===== src/rtl/uart_cmd_master.sv =====
// uart_cmd_master: fetches 32-bit host commands over the UART bridge, runs one memory access, replies with one word
module uart_cmd_master #(
    parameter int          TIMEOUT_CYCLES = 1024,
    parameter logic [31:0] PING_WORD      = 32'h50494E47
) (
    input  logic        clk,
    input  logic        reset,
    input  logic        uart_rx_empty,
    output logic        uart_read,
    input  logic        uart_read_response,
    input  logic [31:0] uart_read_data,
    output logic        uart_write,
    output logic [31:0] uart_write_data,
    input  logic        uart_write_response,
    output logic        mem_read,
    output logic        mem_write,
    output logic [31:0] mem_address,
    output logic [31:0] mem_write_data,
    input  logic [31:0] mem_read_data,
    input  logic        mem_ack,
    output logic        busy,
    output logic        error
);
    localparam int          TW     = $clog2(TIMEOUT_CYCLES);
    localparam logic [TW-1:0] T_LAST = TW'(TIMEOUT_CYCLES - 1);
    localparam logic [7:0]  OP_WRITE = 8'h01;
    localparam logic [7:0]  OP_READ  = 8'h02;
    localparam logic [7:0]  OP_PING  = 8'h03;

    typedef enum logic [3:0] {
        IDLE, CMD_REQ, CMD_WAIT, CMD_GUARD, DECODE,
        DATA_REQ, DATA_WAIT, DATA_GUARD, MEM,
        RESP_REQ, RESP_WAIT, RESP_GUARD
    } state_t;

    state_t         state, state_next;
    logic [31:0]    cmd, data;
    logic [TW-1:0]  timer;
    logic [7:0]     op;
    logic           expired;

    assign op             = cmd[31:24];
    assign expired        = (state == MEM) && !mem_ack && (timer == T_LAST);
    assign mem_address    = {6'b0, cmd[23:0], 2'b00};
    assign mem_write_data = data;

    // State register; reset returns to IDLE immediately, even mid-transfer
    always_ff @(posedge clk or posedge reset) begin
        if (reset) state <= IDLE;
        else       state <= state_next;
    end

    // Next-state and request outputs; requests are pure functions of state so reset drops them at once
    always_comb begin
        state_next = state;
        uart_read  = (state == CMD_REQ) || (state == DATA_REQ);
        uart_write = (state == RESP_REQ);
        mem_read   = (state == MEM) && (op == OP_READ);
        mem_write  = (state == MEM) && (op == OP_WRITE);
        busy       = (state != IDLE);
        case (state)
            IDLE:       state_next = uart_rx_empty ? IDLE : CMD_REQ;
            CMD_REQ:    state_next = CMD_WAIT;
            CMD_WAIT:   state_next = uart_read_response ? CMD_GUARD : CMD_WAIT;
            CMD_GUARD:  state_next = uart_read_response ? CMD_GUARD : DECODE;
            DECODE:     state_next = (op == OP_WRITE) ? DATA_REQ : (op == OP_READ) ? MEM : RESP_REQ;
            DATA_REQ:   state_next = DATA_WAIT;
            DATA_WAIT:  state_next = uart_read_response ? DATA_GUARD : DATA_WAIT;
            DATA_GUARD: state_next = uart_read_response ? DATA_GUARD : MEM;
            MEM:        state_next = (mem_ack || expired) ? RESP_REQ : MEM;
            RESP_REQ:   state_next = RESP_WAIT;
            RESP_WAIT:  state_next = uart_write_response ? RESP_GUARD : RESP_WAIT;
            RESP_GUARD: state_next = uart_write_response ? RESP_GUARD : IDLE;
            default:    state_next = IDLE;
        endcase
    end

    // Datapath: capture words on the first response cycle, load the reply before RESP_REQ, count MEM cycles
    always_ff @(posedge clk or posedge reset) begin
        if (reset) begin
            cmd             <= '0;
            data            <= '0;
            timer           <= '0;
            uart_write_data <= '0;
            error           <= 1'b0;
        end else begin
            timer <= (state == MEM && state_next == MEM) ? timer + 1'b1 : '0;
            if (state == CMD_WAIT && uart_read_response)
                cmd <= uart_read_data;
            if (state == DATA_WAIT && uart_read_response)
                data <= uart_read_data;
            if (state == DECODE && op != OP_WRITE && op != OP_READ)
                uart_write_data <= (op == OP_PING) ? PING_WORD : 32'hFFFFFFFF;
            if (state == MEM && mem_ack)
                uart_write_data <= (op == OP_WRITE) ? 32'h00000001 : mem_read_data;
            if (expired) begin
                uart_write_data <= 32'hDEADDEAD;
                error           <= 1'b1;
            end
        end
    end
endmodule


===== config.mk =====
export PLATFORM = sky130hd
export DESIGN_NAME = uart_cmd_master
export DESIGN_NICKNAME = d
export VERILOG_FILES = /design/src/rtl/uart_cmd_master.sv
export SDC_FILE = /design/constraint.sdc
export NUM_CORES = 1
export LEC_CHECK = 0
export ABC_AREA = 1
export CELL_PAD_IN_SITES_DETAIL_PLACEMENT = 0
export CELL_PAD_IN_SITES_GLOBAL_PLACEMENT = 2
export CORE_MARGIN = 1
export CORE_UTILIZATION = 25
export CTS_BUF_LIST = sky130_fd_sc_hd__clkbuf_8
export CTS_CLUSTER_DIAMETER = 120
export DETAILED_ROUTE_END_ITERATION = 7
export GPL_ROUTABILITY_DRIVEN = 0
export GPL_TIMING_DRIVEN = 0
export PLACE_DENSITY_LB_ADDON = 0.1
export SETUP_SLACK_MARGIN = 0.5
export SLEW_MARGIN = 40
export SYNTH_ARGS = -nofsm -noshare
export SYNTH_HDL_FRONTEND = slang
export SYNTH_SLANG_ARGS = --single-unit
export TNS_END_PERCENT = 10

===== constraint.sdc =====
create_clock -name clk -period 3.4 [get_ports clk]
set_input_delay 0.68 -clock clk [delete_from_list [all_inputs] [get_ports clk]]
set_output_delay 0.68 -clock clk [all_outputs]
set_load 0.1 [all_outputs]

Fig. 1: register map, names as in the netlist
Scale bar: 50 microns.
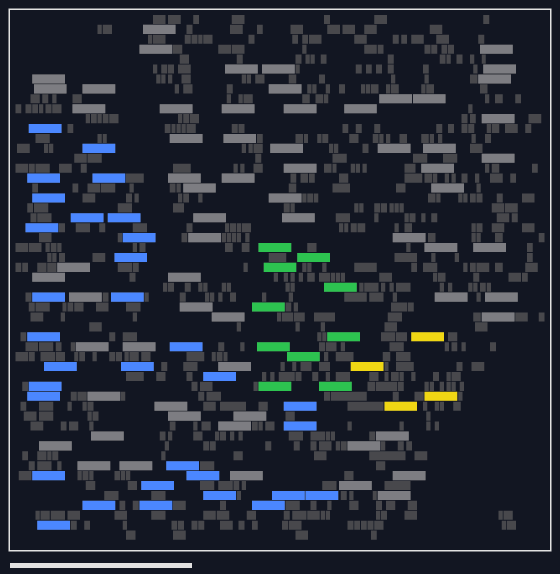
| colour | signal | sequential cells |
|---|---|---|
| yellow | state | 4 |
| blue | mem_write_data | 32 |
| green | timer | 10 |
not coloured: 65

Fig. 2: metal layers overlaid
Two of the layers only.
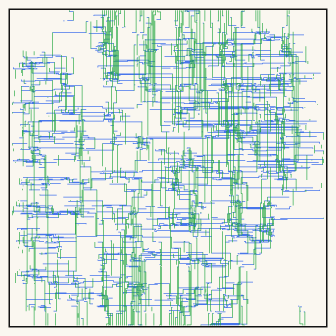
| colour | layer | wire length |
|---|---|---|
| blue | met1 | 6890 microns |
| green | met2 | 7380 microns |

==> CHANGELOG.md <==
## Flow update

- CP Capture Type: output port
- Cells resized by post-CTS repair: 3
- R2r worst-path depth: 7
- Status: finished clean
- CTS buffer count: 9
- DR WL met2: 7380 microns
- Initial antenna violation count: 0
- HPWL after detailed placement: 11900 microns
- Cell Area, Synth: 5340 sq um
- Count of tool warnings: 27
- R2R Setup Slk: 1420 ps
- Clk sinks: 111
- Register share after synthesis: 52.0%
- Clk latency late pin: 390 ps
- Hold_ws: 474 ps
- Layout cells sized above 1: 28.5%
- RSZ-0062 raised after global routing: false
- GR Layer Usage met1: 18.7%
- Min-delay src: timer[0]
-- critical path, stage by stage, from the launching register on --
cell	delay, ps
dfrtp_1	400
nor2_1	200
inv_1	80
nor2_1	120
nand2_2	160
clkbuf_4	260
nor2_1	110
buf_4	300
-- per-stage QoR --
stage               setup TNS, ps  instances  utilization (%)  instance area, sq um
floorplan                       0        577                -                  5370
global placement            -3.64       1015             35.0                  7340
detailed placement              0       1020             33.4                  7000
CTS                             0       1036             34.3                  7190
global route                    0       1036             34.3                  7190
finish                          0       1036             34.3                  7190
-- final cells by class --
cell class                 instances  area (sq um)
buffer                            61           430
clock buffer                       9           124
clock inverter                     7          61.3
fill                            2257         13800
inverter                          50           191
multi-input combinational        355          1970
sequential                       111          2780
tap                              275           344
timing repair buffer             168          1290
